<file path="src/rtl/mult_pkg.sv">
// Shared types and constants for the 4-bit shift-add multiplier controller.
package mult_pkg;

    localparam int N_BITS  = 4;
    localparam int COUNT_W = 3;

    localparam logic [COUNT_W-1:0] CNT_EMPTY = '0;
    localparam logic [COUNT_W-1:0] CNT_LAST  = COUNT_W'(1);
    localparam logic [COUNT_W-1:0] CNT_START = COUNT_W'(N_BITS);

    typedef enum logic [2:0] {
        IDLE    = 3'd0,
        INIT    = 3'd1,
        TEST    = 3'd2,
        ADDST   = 3'd3,
        SHIFTST = 3'd4,
        DONE    = 3'd5
    } state_t;

endpackage : mult_pkg

</file>
<file path="src/rtl/mult_control.sv">
// Sequencer for a 4-bit shift-add multiplier; the iteration counter is a peer
// block driven through RESET/DECREMENT and read back on count.
//
// state   | meaning
// --------+------------------------------------------------------------
// IDLE    | READY high, waiting for START
// INIT    | load operands, clear accumulator, load counter to N_BITS
// TEST    | inspect multiplier LSB (Q0) to pick add or shift
// ADDST   | add multiplicand into accumulator high half
// SHIFTST | shift accumulator/multiplier right, decrement counter
// DONE    | one-cycle VALID pulse, product available
module mult_control
    import mult_pkg::*;
(
    input  logic               clk,
    input  logic               n_reset,
    input  logic               START,
    input  logic               ABORT,
    input  logic               Q0,
    input  logic [COUNT_W-1:0] count,
    output logic               LOAD,
    output logic               RESET,
    output logic               DECREMENT,
    output logic               ADD,
    output logic               SHIFT,
    output logic               READY,
    output logic               VALID
);

    state_t state_q;
    state_t state_d;

    always_ff @(posedge clk or negedge n_reset) begin
        if (!n_reset) begin
            state_q <= IDLE;
        end else begin
            state_q <= state_d;
        end
    end

    always_comb begin
        state_d = state_q;
        if (ABORT && (state_q != IDLE)) begin
            state_d = IDLE;
        end else begin
            unique case (state_q)
                IDLE:    if (START) state_d = INIT;
                INIT:    state_d = TEST;
                // count is never 0 here in normal operation; bail out rather than loop
                TEST: begin
                    if (count == CNT_EMPTY) state_d = DONE;
                    else if (Q0)            state_d = ADDST;
                    else                    state_d = SHIFTST;
                end
                ADDST:   state_d = SHIFTST;
                // count is sampled before this cycle's decrement takes effect
                SHIFTST: state_d = (count == CNT_LAST) ? DONE : TEST;
                DONE:    state_d = IDLE;
                default: state_d = IDLE;
            endcase
        end
    end

    assign READY     = (state_q == IDLE);
    assign LOAD      = (state_q == INIT);
    assign RESET     = (state_q == INIT);
    assign ADD       = (state_q == ADDST);
    assign SHIFT     = (state_q == SHIFTST);
    assign DECREMENT = (state_q == SHIFTST);
    assign VALID     = (state_q == DONE);

endmodule : mult_control
</file>
<file path="config.mk">
export PLATFORM = sky130hd
export DESIGN_NAME = mult_control
export DESIGN_NICKNAME = d
export VERILOG_FILES = /design/src/rtl/mult_pkg.sv /design/src/rtl/mult_control.sv
export SDC_FILE = /design/constraint.sdc
export NUM_CORES = 1
export LEC_CHECK = 0
export CORE_AREA = 2 2 39 41
export CTS_CLUSTER_DIAMETER = 120
export CTS_CLUSTER_SIZE = 16
export DETAILED_ROUTE_END_ITERATION = 8
export DIE_AREA = 0 0 41 43
export GPL_ROUTABILITY_DRIVEN = 0
export PLACE_DENSITY = 0.57
export SYNTH_ARGS = -nofsm -noshare
export SYNTH_HDL_FRONTEND = slang
export SYNTH_SLANG_ARGS = --single-unit
</file>
<file path="constraint.sdc">
create_clock -name clk -period 2.7 [get_ports clk]
set_clock_uncertainty 0.05 [all_clocks]
set_input_delay 0.81 -clock clk [delete_from_list [all_inputs] [get_ports clk]]
set_output_delay 0.81 -clock clk [all_outputs]
set_load 0.01 [all_outputs]
</file>
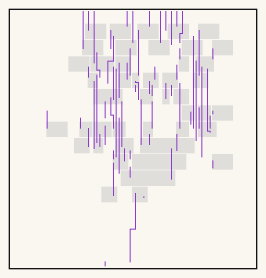
Figure 1: met2 routing.
Drawn at 6 px/µm. Cells faint in the background.
The layer holds 49% of the routed length. 48 nets have wire on it. The longest straight run is 15.3 µm.

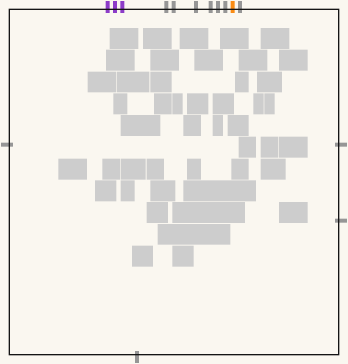
Figure 2: I/O pins on the die edge.
Drawn at 8 px/µm. Pins as bars across the die edge, other pins in grey.
Key: orange = VALID [pins 1, direction output, edge top]; purple = count [pins 3, direction input, edge top]
All pins by edge: 11 top, 2 right, 1 left, 1 bottom.

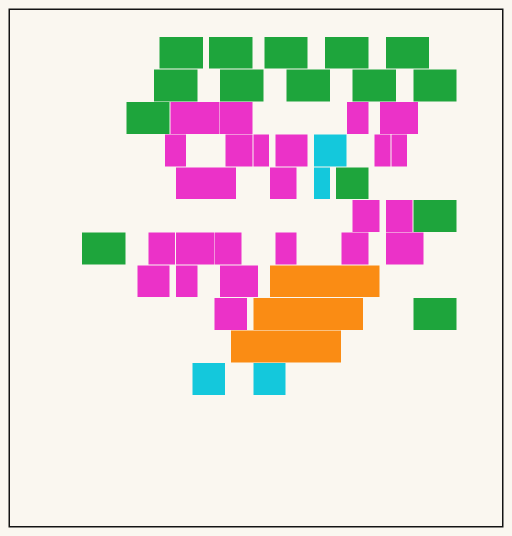
Figure 3: cells coloured by class.
Drawn at 12 px/µm.
Key: orange = flops [cells 3]; magenta = combinational and other logic [cells 24]; cyan = clock drivers and dummy loads [cells 4]; green = other buffers and delay cells [cells 15]

==> flow_summary_export.csv <==
group,metric,value,unit
final_layout,comb_area,165.2,µm²
grt,grt.met2_usage,0.1188,
grt,gr-usage-all-layers,0.08442,
critical_path,endpoint_kind,"primary output",
synth,synth.top_cell.area_share,0.2817,
detailed_routing,topRoutingLayerUsed,"met4",
synth,synthCells,32,
clock_network,clkSinkCount,3,
timing,final.setup.tns,0,ns
outcome,run_status,"completed",
critical_path,worst-r2r-cell-count,4,
placed_design,placement.cell_area,407.9,µm²
final_layout,top_regs,"state_q (3)",
timing,fin_crit_sh,0.9436,
power,power.leakage,0.1704,nW
clock_network,cts_max_level,1,
clock_network,cts.path.max_buffers,2,
run,tool_warnings,26,
die,fp_util,0.1926,
critical_path,cpPeakStageDelay,0.60,ns
timing,hold_violations,0,
clock_network,clock-root-buffer,"clkbuf_4",
min_path,hold_depth,1,
final_layout,non_clock_buffer_area_share,0.3401,
synth,synth.yosys.chip_area,266.5,µm²
power,reported_sequential_group_power,0.0984,mW
die,tap_cells,16,
final_layout,final.signal_inverter_count,0,
timing,worst_tran_pin_value,0.5346,ns
critical_path,crit_path_end,"RESET",
clock_network,cts_hold_buffers,0,
detailed_routing,met1_length,283,µm
detailed_routing,met2_length,314,µm
die,ios,15,
final_layout,layout_top_cell_excl_fill_tap,"clkdlybuf4s50_1",
critical_path,worst_ep_required_time,1.84,ns
final_layout,dominant-cell-class,"logic gates",
power,power.switching,0.1442,mW
==> stage by stage <==
| stage | util | power [mW] | setup slack [ns] | instances |
|---|---|---|---|---|
| 4_1_cts | 0.3137 | 0.3940 | 0.1251 | 62 |
| 3_3_place_gp | 0.2948 | 0.3120 | 0.2708 | 58 |
| 3_5_place_dp | 0.2948 | 0.3114 | 0.2576 | 58 |
| 6_report | 0.3137 | 0.3866 | 0.1522 | 62 |
| 2_1_floorplan | - | 0.2217 | 0.6267 | 32 |
| 5_1_grt | 0.3137 | 0.4153 | 0.08586 | 62 |
==> logic make-up (layout without fill, tap and decap cells) <==
group,Yosys count,in the layout,share of synthesized area
flops,3,3,0.2817
buf+inv,5,19,0.09857
simple gates,15,15,0.3850
compound gates,9,9,0.2348
Power figures rest on the tool's default switching activity, not on a simulated workload.
